Run 1, signal metal coverage by tile:
The bar under the picture is 50 um long. The die is cut into 17 by 34 equal tiles; dark blue is low, red is high, scaled to the fullest tile. Values are wire area over tile area, all layers added.
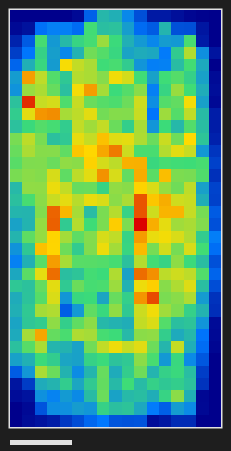
Run 1, clock wiring as the flow saved it:
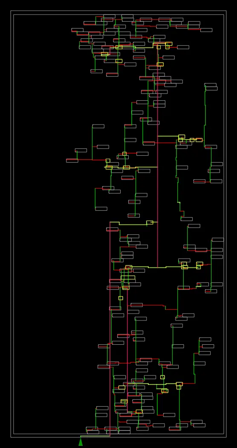
Run 1, the metal 3 layer:
The bar under the picture is 50 um long.
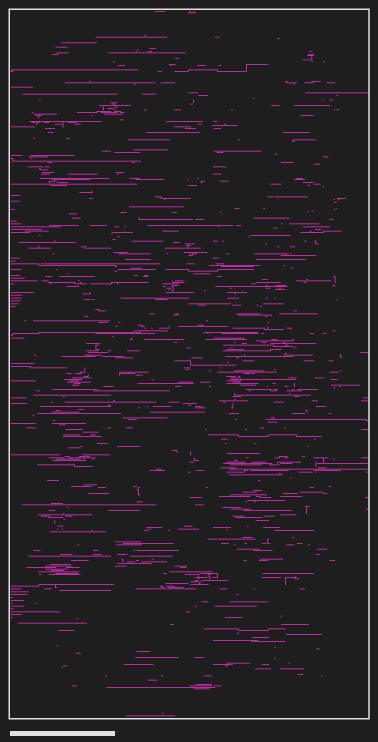
### config.mk
export PLATFORM = sky130hd
export DESIGN_NAME = multicycle_alu
export DESIGN_NICKNAME = d
export VERILOG_FILES = /design/src/rtl/multicycle_alu.sv
export SDC_FILE = /design/constraint.sdc
export NUM_CORES = 1
export LEC_CHECK = 0
export CAP_MARGIN = 10
export CORE_ASPECT_RATIO = 2
export CORE_MARGIN = 2
export CORE_UTILIZATION = 40
export CTS_BUF_LIST = sky130_fd_sc_hd__clkbuf_4 sky130_fd_sc_hd__clkbuf_8
export CTS_CLUSTER_SIZE = 8
export DETAILED_ROUTE_END_ITERATION = 12
export DONT_BUFFER_PORTS = 1
export PLACE_DENSITY = 0.6
export SYNTH_ARGS = -nofsm -noshare
export SYNTH_HDL_FRONTEND = slang
export SYNTH_SLANG_ARGS = --single-unit
### constraint.sdc
create_clock -name clk -period 4.11 [get_ports clk]
set_input_delay 0.6165 -clock clk [delete_from_list [all_inputs] [get_ports clk]]
set_output_delay 0.6165 -clock clk [all_outputs]
set_load 0.05 [all_outputs]
### src/rtl/multicycle_alu.sv
// Registered ALU with single-cycle logic/arithmetic ops and iterative
// shift-add multiply / restoring divide that produce a double-width result.
module multicycle_alu #(
    parameter int WIDTH = 32,
    parameter int CNT_W = 6
) (
    input  logic             clk,
    input  logic             rst_n,
    input  logic             start,
    input  logic [3:0]       control,
    input  logic [WIDTH-1:0] in1,
    input  logic [WIDTH-1:0] in2,
    output logic [WIDTH-1:0] out1,
    output logic [WIDTH-1:0] out2,
    output logic             o,
    output logic             z,
    output logic             busy,
    output logic             done
);

    typedef enum logic [1:0] {IDLE, ITER, FIX, DONE} state_t;

    state_t           state;
    logic [CNT_W-1:0] cnt;
    logic [WIDTH-1:0] hi, lo, mag_b;
    logic             op_div, op_signed, a_neg, b_neg, div_ovf;

    // Start-cycle decode: single-cycle results and operand magnitudes
    logic [WIDTH-1:0] s_out1, s_out2, sum_add, diff, abs_a, abs_b;
    logic             s_o, is_long, sgn, is_div;

    always_comb begin
        s_out1  = '0;
        s_out2  = '0;
        s_o     = 1'b0;
        sum_add = in1 + in2;
        diff    = in1 - in2;
        sgn     = control[1];
        is_div  = control[0];
        abs_a   = (sgn && in1[WIDTH-1]) ? -in1 : in1;
        abs_b   = (sgn && in2[WIDTH-1]) ? -in2 : in2;
        // A zero divisor never enters the iteration; it finishes like a simple op.
        is_long = (control[3:2] == 2'b11) && !(is_div && (in2 == '0));
        case (control)
            4'b0000: s_out1 = in1 & in2;
            4'b0001: s_out1 = in1 | in2;
            4'b0010: s_out1 = sum_add;
            4'b0011: s_out1 = diff;
            4'b0100: s_out1 = {{(WIDTH-1){1'b0}}, ($signed(in1) < $signed(in2))};
            4'b0101: s_out1 = {{(WIDTH-1){1'b0}}, (in1 < in2)};
            4'b0111: s_out1 = ~(in1 | in2);
            4'b1010: begin
                s_out1 = sum_add;
                s_o    = (in1[WIDTH-1] == in2[WIDTH-1]) && (sum_add[WIDTH-1] != in1[WIDTH-1]);
            end
            4'b1011: begin
                s_out1 = diff;
                s_o    = (in1[WIDTH-1] != in2[WIDTH-1]) && (diff[WIDTH-1] != in1[WIDTH-1]);
            end
            4'b1101, 4'b1111: begin
                s_out1 = '1;
                s_out2 = in1;
                s_o    = 1'b1;
            end
            default: s_o = 1'b1;
        endcase
    end

    // One iteration step of either engine, plus the sign fix-up of the final cycle
    logic [WIDTH:0]     mul_sum, div_shift;
    logic [WIDTH-1:0]   div_rem, f_q, f_r;
    logic               div_ge;
    logic [2*WIDTH-1:0] f_prod;
    logic [WIDTH-1:0]   f_out1, f_out2;
    logic               f_o, f_z;

    always_comb begin
        mul_sum   = {1'b0, hi} + (lo[0] ? {1'b0, mag_b} : '0);
        div_shift = {hi, lo[WIDTH-1]};
        div_ge    = div_shift >= {1'b0, mag_b};
        div_rem   = div_ge ? WIDTH'(div_shift - {1'b0, mag_b}) : div_shift[WIDTH-1:0];
        f_prod    = (a_neg ^ b_neg) ? -{hi, lo} : {hi, lo};
        f_q       = (a_neg ^ b_neg) ? -lo : lo;
        f_r       = a_neg ? -hi : hi;
        if (op_div) begin
            f_out1 = f_q;
            f_out2 = f_r;
            f_o    = div_ovf;
            f_z    = (f_q == '0);
        end else begin
            f_out1 = f_prod[WIDTH-1:0];
            f_out2 = f_prod[2*WIDTH-1:WIDTH];
            f_o    = op_signed ? (f_out2 != {WIDTH{f_out1[WIDTH-1]}}) : (f_out2 != '0);
            f_z    = (f_out1 == '0) && (f_out2 == '0);
        end
    end

    // NOTE: every register, datapath included, is cleared by reset so an aborted op leaves no residue.
    always_ff @(posedge clk or negedge rst_n) begin
        if (!rst_n) begin
            state     <= IDLE;
            cnt       <= '0;
            hi        <= '0;
            lo        <= '0;
            mag_b     <= '0;
            op_div    <= 1'b0;
            op_signed <= 1'b0;
            a_neg     <= 1'b0;
            b_neg     <= 1'b0;
            div_ovf   <= 1'b0;
            out1      <= '0;
            out2      <= '0;
            o         <= 1'b0;
            z         <= 1'b0;
            busy      <= 1'b0;
            done      <= 1'b0;
        end else begin
            case (state)
                IDLE, DONE: begin
                    done <= 1'b0;
                    if (start && is_long) begin
                        state     <= ITER;
                        busy      <= 1'b1;
                        cnt       <= '0;
                        hi        <= '0;
                        lo        <= is_div ? abs_a : abs_b;
                        mag_b     <= is_div ? abs_b : abs_a;
                        op_div    <= is_div;
                        op_signed <= sgn;
                        a_neg     <= sgn && in1[WIDTH-1];
                        b_neg     <= sgn && in2[WIDTH-1];
                        div_ovf   <= sgn && is_div && (in1 == {1'b1, {(WIDTH-1){1'b0}}})
                                     && (in2 == '1);
                    end else if (start) begin
                        state <= DONE;
                        done  <= 1'b1;
                        out1  <= s_out1;
                        out2  <= s_out2;
                        o     <= s_o;
                        z     <= (s_out1 == '0);
                    end else begin
                        state <= IDLE;
                    end
                end
                ITER: begin
                    if (op_div) begin
                        hi <= div_rem;
                        lo <= {lo[WIDTH-2:0], div_ge};
                    end else begin
                        {hi, lo} <= {mul_sum, lo[WIDTH-1:1]};
                    end
                    cnt <= cnt + 1'b1;
                    if (cnt == CNT_W'(WIDTH-1)) state <= FIX;
                end
                FIX: begin
                    state <= DONE;
                    busy  <= 1'b0;
                    done  <= 1'b1;
                    out1  <= f_out1;
                    out2  <= f_out2;
                    o     <= f_o;
                    z     <= f_z;
                end
                default: state <= IDLE;
            endcase
        end
    end

endmodule

==> results.txt, run 1 <==
run metrics: violations in the final reports hold timing, arrival time at the worst endpoint approximately 4500 ps, number of enable-type register cells in the synthesized netlist 0, Hold Crit Class input pin to asynchronous set/reset pin, largest stage delay on the critical path 630 ps, post-route standard cell area excluding fillers 25600 um2, count of fill cells added during filler insertion just under 6000, largest fanout on the critical path 5, pin count of the biggest net entering global routing 190, Post-Route Hold Slack -249 ps, most instantiated cells after synthesis sky130_fd_sc_hd__nor2_1, sky130_fd_sc_hd__nand2_1, sky130_fd_sc_hd__a21oi_1, post-synthesis async set-or-reset flop share 100%, post-synthesis net count around 3400, outcome finished with violations, buffering stage count on the worst path with inverters included 2, number of primary I/O pins ~140, Final Hold Vio Count about 180, number of failing setup endpoints in the final timing report 0, count of unique library cells instantiated by Yosys 87, final period utilization a little over nine tenths, global-route wire length before repair roughly 160000 um, port bufs 0, TritonCTS clock tree built, number of global-route vias before repair 25407, static leakage 11.3 nW, count of unresolved DRC violations after routing 0, max-cap violations 0, Mapped Avg Cell Area 7.18 um2, most frequent cell after synthesis sky130_fd_sc_hd__nor2_1, Reg clk slew, reported paths roughly 100 ps, top cell type by total area after synthesis sky130_fd_sc_hd__dfrtp_1, root cell of the clock tree sky130_fd_sc_hd__clkbuf_8, kind of cell adding the most delay to the critical path simple AND/OR/NAND/NOR gates, number of nets in the layout between 3000 and 4000, top flip-flop cell by instance count after synthesis sky130_fd_sc_hd__dfrtp_1, utilization after layout 46.2%, critical path endpoint category register
-- 'signal metal coverage by tile' (at the start) --
mean over tiles: 0.34
tiles over half the peak: 50%
densest ninth of the die: center
fullest tile: 0.72
nearly empty tiles: 4.8%
total wire length after detailed routing: 113000 um
Overall Global Routing Usage: 38.8%
Via Count: 25456
final routed wire length divided by cell count: 28.2 um

-- 'clock wiring as the flow saved it' (at the start) --
# clock sinks: 177
TritonCTS buffer count: 17
clock latency on the worst-skew pair: 560 ps

-- 'the metal 3 layer' (at the start) --
nets with wire on the layer: 438
longest straight run: 66.0 um
main direction: horizontal
share of all routed wire: 5.4%
GR Util met3: 5.62%

[run 1: area by class of cell]
| type | instances | area share [%] |
|---|---|---|
| tap | 744 | 3.64 |
| multi-input combinational | 2532 | 64.5 |
| timing repair buffer | 341 | 10.4 |
| clock buffer | 20 | 1.05 |
| inverter | 176 | 2.59 |
| sequential | 177 | 17.3 |
| antenna | 3 | 0.0294 |
| clock inverter | 11 | 0.460 |
[run 1: stage by stage]
step	total power, mW	std cells
floorplan	11.7	3099
global placement	16.6	3965
detailed placement	16.8	3965
CTS	18.1	3996
global route	19.6	4002
finish	18.6	4004
[run 1: routing by layer]
| metal | global-route usage [%] | part of all wire [%] |
|---|---|---|
| met3 | 5.62 | 5.4 |
| met1 | 38.2 | 33 |
| met4 | 35.9 | 11 |
| met5 | 0 | 0.0097 |
| met2 | 69.3 | 50 |
[run 1: final timing paths]
check,startpoint,endpoint,slack (ps),depth (start not counted)
worst max-delay path,lo[1]$_DFFE_PN0P_,z$_DFFE_PN0P_,90,14
worst min-delay path,rst_n,out1[3]$_DFFE_PN0P_,-250,0
worst max register to register,lo[1]$_DFFE_PN0P_,z$_DFFE_PN0P_,90,14
worst min register to register,div_ovf$_DFFE_PN0P_,div_ovf$_DFFE_PN0P_,480,2
max in group asynchronous,rst_n,op_div$_DFFE_PN0P_,3780,0
min in group clk,control[1],op_signed$_DFFE_PN0P_,230,2
[run 1: repair_timing]
item | 4_1_cts | 5_1_grt
hold endpoints to repair | 177 | 177
gates resized | 0 | 15
buffers inserted | 0 | 5
setup endpoints to repair | 0 | 11
[run 1: power breakdown]
part | switching [mW] | internal (mW)
Sequential | 1.99 | 2.48
Combinational | 8.03 | 4.77
Clock | 0.791 | 0.530
[run 1: flip-flops by register name, summed over array words and instances, names as in the netlist]
register   count
mag_b         32
op_div         1
b_neg          1
div_ovf        1
o              1
a_neg          1
out1          32
done           1
z              1
lo            32
state          2
out2          32
busy           1
op_signed      1
cnt            6
hi            32
[run 1: worst register-to-register path, cell delays in order (launching register included)]
cell and delay [ps]:
sky130_fd_sc_hd__dfrtp_1 440, sky130_fd_sc_hd__inv_1 130, sky130_fd_sc_hd__ha_1 190, sky130_fd_sc_hd__nor3b_1 210
sky130_fd_sc_hd__buf_4 160, sky130_fd_sc_hd__nand4_1 210, sky130_fd_sc_hd__or3_1 630, sky130_fd_sc_hd__o41ai_2 370
sky130_fd_sc_hd__xor2_1 230, sky130_fd_sc_hd__nand3_1 90, sky130_fd_sc_hd__or3_1 470, sky130_fd_sc_hd__nor4_4 360
sky130_fd_sc_hd__nor2_1 110, sky130_fd_sc_hd__o21ai_2 220, sky130_fd_sc_hd__a31o_1 130
[run 1: logic make-up after synthesis]
| kind of cell | share of synthesized area [%] |
|---|---|
| AND-OR/OR-AND | 29.6 |
| XOR/XNOR | 8.65 |
| flip-flops | 19.9 |
| adder cells (fa/ha/maj) | 10.5 |
| buffers and inverters | 6.65 |
| AND/OR/NAND/NOR | 21.8 |
| multiplexers | 2.87 |
==> inputs of run 2 (changes only) <==
- ABC_AREA: unset -> 1
==> run 2 against run 1 <==
  * The flow now stops in 5_1_grt
  * Synthesized area is 7.3% higher
  * Synthesized cell count grew 31%
==> results.txt, run 2 <==
yosys + openroad results -> number of enable-type register cells in the synthesized netlist 0 (unchanged), area of the mapped netlist between 20000 and 25000 um2, root cell of the clock tree sky130_fd_sc_hd__clkbuf_8, maximum buffer depth of the clock tree 2, most instantiated cells after synthesis sky130_fd_sc_hd__nand2_1, sky130_fd_sc_hd__nor2_1, sky130_fd_sc_hd__inv_1, Resized Gates After CTS 0 (unchanged), # clock sinks 177 (unchanged), count of unique library cells instantiated by Yosys 56 (-36%), Mapped Avg Cell Area 5.91 um2 (-18%), post-CTS repair timing setup buffer count 0 (unchanged), outcome stopped before the end, pin count of the biggest net entering global routing around 180, post-synthesis net count 4303 (+28%), number of global-route vias before repair around 32000, top cell type by total area after synthesis sky130_fd_sc_hd__dfrtp_1, number of register bits inferred by synthesis roughly 180, most frequent cell after synthesis sky130_fd_sc_hd__nand2_1, Top cells by area sky130_fd_sc_hd__dfrtp_1, sky130_fd_sc_hd__nand2_1, sky130_fd_sc_hd__ha_1, Error Message [ERROR GRT-0116] Global routing finished with congestion. Check the congestion regions in the DRC Viewer., top flip-flop cell by instance count after synthesis sky130_fd_sc_hd__dfrtp_1, TritonCTS buffer count 17 (unchanged), port bufs 0 (unchanged), stage reached 5_1_grt, post-synthesis async set-or-reset flop share 100% (unchanged), Overall Global Routing Usage between 50% and 60%, global-route wire length before repair ~230000 um
-- run 2: cell types whose count changed after synthesis, moves of 33 or more --
cell	delta
sky130_fd_sc_hd__nand3_1	+229
sky130_fd_sc_hd__xnor2_1	-137
sky130_fd_sc_hd__clkbuf_1	-96
sky130_fd_sc_hd__a211oi_1	-43
sky130_fd_sc_hd__a21o_1	-49
sky130_fd_sc_hd__mux2_2	-39
sky130_fd_sc_hd__inv_1	+269
sky130_fd_sc_hd__xor2_1	+66
sky130_fd_sc_hd__nor2_1	+166
sky130_fd_sc_hd__o31ai_1	-33
sky130_fd_sc_hd__nand2_1	+782
sky130_fd_sc_hd__o21ai_0	+105
-- run 2: layer usage --
layer	track usage, %	GRT overflow
met1	48.4	0
met2	83.5	4
met3	18.0	0
met4	60.6	4
met5	0.641	0
-- run 2: stage by stage --
step	hold slack, ps	instances
CTS	-274	4842
global placement	338	4810
detailed placement	338	4810
floorplan	321	4047
-- run 2: kinds of logic after synthesis --
kind of cell | Yosys count | share of synthesized area, %
and+or+nand+nor | 2048 | 35.2
xor gates and xnor gates | 150 | 5.58
DFF | 177 | 18.5
adders and majority gates | 185 | 9.81
buffers and inverters | 605 | 9.96
AOI/OAI and AO/OA | 882 | 21.0
==> inputs of run 3 (changes only) <==
- CORE_ASPECT_RATIO: 2 -> unset
- CORE_UTILIZATION: 40 -> 25
- CTS_BUF_LIST: sky130_fd_sc_hd__clkbuf_4 sky130_fd_sc_hd__clkbuf_8 -> unset
- CTS_CLUSTER_SIZE: 8 -> unset
- PLACE_DENSITY: 0.6 -> unset
- PLACE_DENSITY_LB_ADDON: unset -> 0.15
Run 3, the metal 1 layer:
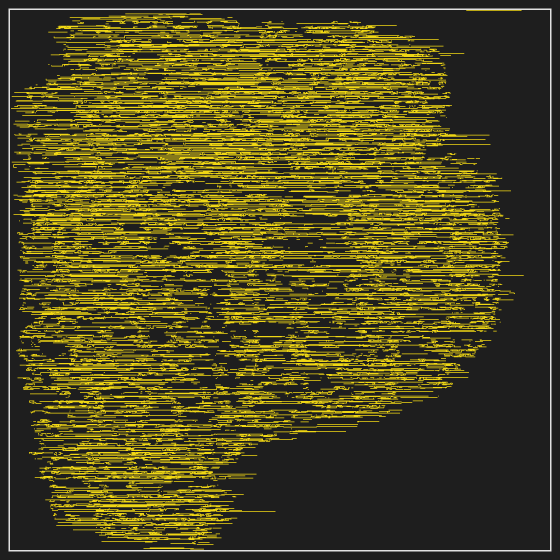
wire length on this layer: 59.9 mm
longest straight run: 80.0 um
met1 Usage GRT: 36.4%
total wire length after detailed routing: 145000 um
Via Count: 28694

Run 3, placed cells, one color a class:
Fill, decap, tap and diode cells in gray.
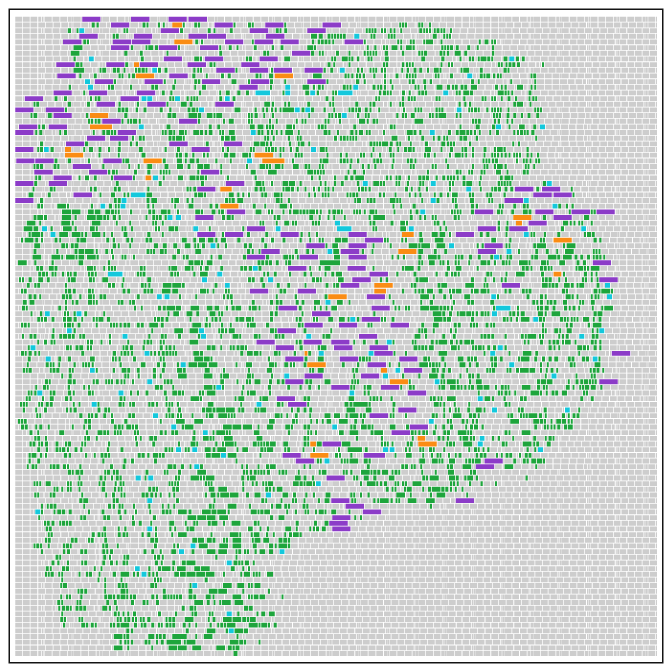
legend:
  clock drivers and dummy loads:
    color: orange
    cells: 32
    share_of_their_area: 2.5%
  other buffers and delay cells:
    color: cyan
    cells: 145
    share_of_their_area: 4.6%
  all other logic:
    color: green
    cells: 3721
    share_of_their_area: 75%
  flip-flops:
    color: purple
    cells: 177
    share_of_their_area: 18%
utilization after layout: 28.1%
Core ar.: 94900 um2
post-route standard cell area excluding fillers: 26600 um2
proportion of cell area occupied by registers: 16.7%

Run 3, the metal 3 layer:
The bar under the picture is 100 um long.
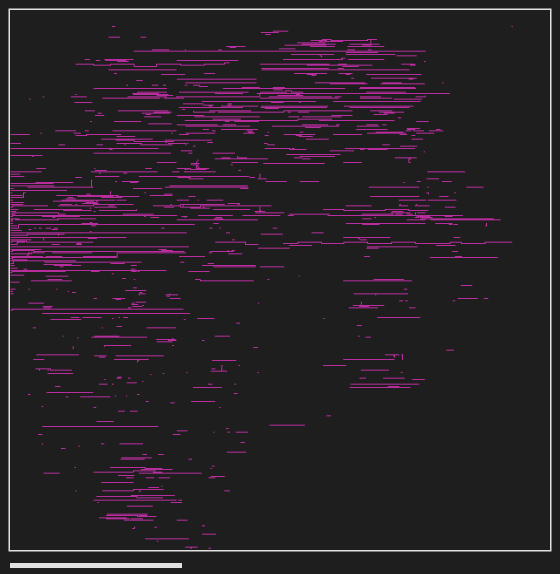
longest straight run: 169 um
wire length on this layer: 9700 um
nets with wire on the layer: 487
main direction: horizontal
GR Util met3: 4.17%

==> run 3 against run 2 <==
  * Synthesized area did not move
  * Synthesized cell count did not move
  * The run now ends with hold timing left
==> results.txt, run 3 <==
run metrics: chip width 313 um, share of synthesized area spent on multiplexers 0% (unchanged), reg2reg setup slack roughly 610 ps, top cell type by total area after synthesis sky130_fd_sc_hd__dfrtp_1, Post-Route Hold Slack -148 ps, post-CTS repair timing setup buffer count 0 (unchanged), post-synthesis async set-or-reset flop share 100% (unchanged), pin count of the biggest net entering global routing about 180, area of the mapped netlist 23900 um2 (unchanged), # clock sinks 177 (unchanged), most frequent logic cell in the layout sky130_fd_sc_hd__nand2_1, violations in the final reports hold timing, yosys synthesis warning count 0, Synth Area in Adders 9.81% (unchanged), top flip-flop cell by instance count after synthesis sky130_fd_sc_hd__dfrtp_1, Critical Path Source Type input pin, count of unique library cells instantiated by Yosys 56 (unchanged), root cell of the clock tree sky130_fd_sc_hd__clkbuf_16, largest family of logic cells by area simple AND/OR/NAND/NOR gates, number of global-route vias before repair between 20000 and 30000, outcome finished with violations, Overall Global Routing Usage between 20 and 30%, Final Hold Vio Count roughly 180, clock latency on the worst-skew pair slightly above 500 ps, most instantiated cells after synthesis sky130_fd_sc_hd__nand2_1, sky130_fd_sc_hd__nor2_1, sky130_fd_sc_hd__inv_1, global-route wire length before repair between 200000 and 250000 um, TritonCTS buffer count 17 (unchanged), Resized Gates After CTS 0 (unchanged), compound-gate portion of the synthesized area 21.0% (unchanged), number of enable-type register cells in the synthesized netlist 0 (unchanged), Mapped Avg Cell Area 5.91 um2 (unchanged), port bufs 0 (unchanged), most frequent cell after synthesis sky130_fd_sc_hd__nand2_1, Top cells by area sky130_fd_sc_hd__dfrtp_1, sky130_fd_sc_hd__nand2_1, sky130_fd_sc_hd__ha_1, number of cells on the worst reg-to-reg path 19, maximum buffer depth of the clock tree 2 (unchanged), number of H-tree branching levels 4
## run 3: cell counts after synthesis
Identical to the previous run, type by type.
## run 3: path summary, 6_finish.rpt
path | start | to
worst max-delay path | in2[8] | z$_DFFE_PN0P_
worst min-delay path | rst_n | hi[26]$_DFFE_PN0P_
worst max register to register | lo[27]$_DFFE_PN0P_ | o$_DFFE_PN0P_
worst min register to register | div_ovf$_DFFE_PN0P_ | div_ovf$_DFFE_PN0P_
max in group asynchronous | rst_n | out1[24]$_DFFE_PN0P_
min in group clk | in1[23] | out2[23]$_DFFE_PN0P_
## run 3: layout make-up
cell class / count / share of cell area, %
clock buffers: 18 / 1.65
clock inverters: 14 / 0.705
inverters: 456 / 6.43
multi-input cells: 3265 / 64.2
flip-flops and latches: 177 / 16.7
well taps: 1265 / 5.95
repair buffers: 145 / 4.37
## run 3: power groups by stage
stage / clock network [mW] / logic, mW / registers (mW)
3_3_place_gp: 0 / 16.5 / 4.78
3_5_place_dp: 0 / 16.2 / 4.76
2_1_floorplan: 0 / 10.1 / 4.19
4_1_cts: 1.87 / 16.3 / 4.73
6_report: 1.84 / 16.9 / 4.75
5_1_grt: 1.92 / 18.1 / 4.80
## run 3: through the flow
stage / power (mW) / std cells / worst slack (ps) / hold WS (ps)
finish: 23.5 / 5340 / 501 / -148
global route: 24.8 / 5340 / 281 / -174
CTS: 22.9 / 5340 / 591 / -213
detailed placement: 21.0 / 5308 / 53.9 / 337
global placement: 21.2 / 5308 / 19.8 / 341
floorplan: 14.3 / 4047 / 1090 / 321
## run 3: per-layer routing
| layer | GRT usage [%] | wire length [um] |
|---|---|---|
| met1 | 36.4 | 59900 |
| met2 | 47.0 | 66000 |
| met3 | 4.17 | 9700 |
| met4 | 15.7 | 9050 |
| met5 | 0 | 30 |
## run 3: cells by family (layout without fill, tap and decap cells)
logic type               Yosys count  after routing
adder cells (fa/ha/maj)          185            185
XOR/XNOR                         150            150
AND/OR/NAND/NOR                 2048           2048
buffers and inverters            605            633
flip-flops                       177            177
AND-OR/OR-AND                    882            882
## run 3: critical path, stage by stage
cell and delay, ps:
sky130_fd_sc_hd__inv_1 300, sky130_fd_sc_hd__ha_1 410, sky130_fd_sc_hd__inv_1 200, sky130_fd_sc_hd__nand2_1 120
sky130_fd_sc_hd__nor2_1 230, sky130_fd_sc_hd__nand4_1 150, sky130_fd_sc_hd__nand2_1 260, sky130_fd_sc_hd__a21oi_1 100
sky130_fd_sc_hd__o21ai_0 90, sky130_fd_sc_hd__nand2_1 70, sky130_fd_sc_hd__a21oi_1 590, sky130_fd_sc_hd__nand3_1 170
sky130_fd_sc_hd__nor2_1 250, sky130_fd_sc_hd__nand2_1 100, sky130_fd_sc_hd__nor2_1 210, sky130_fd_sc_hd__nor2_1 70
sky130_fd_sc_hd__nor2_1 80
Power figures rest on the tool's default switching activity, not on a simulated workload.
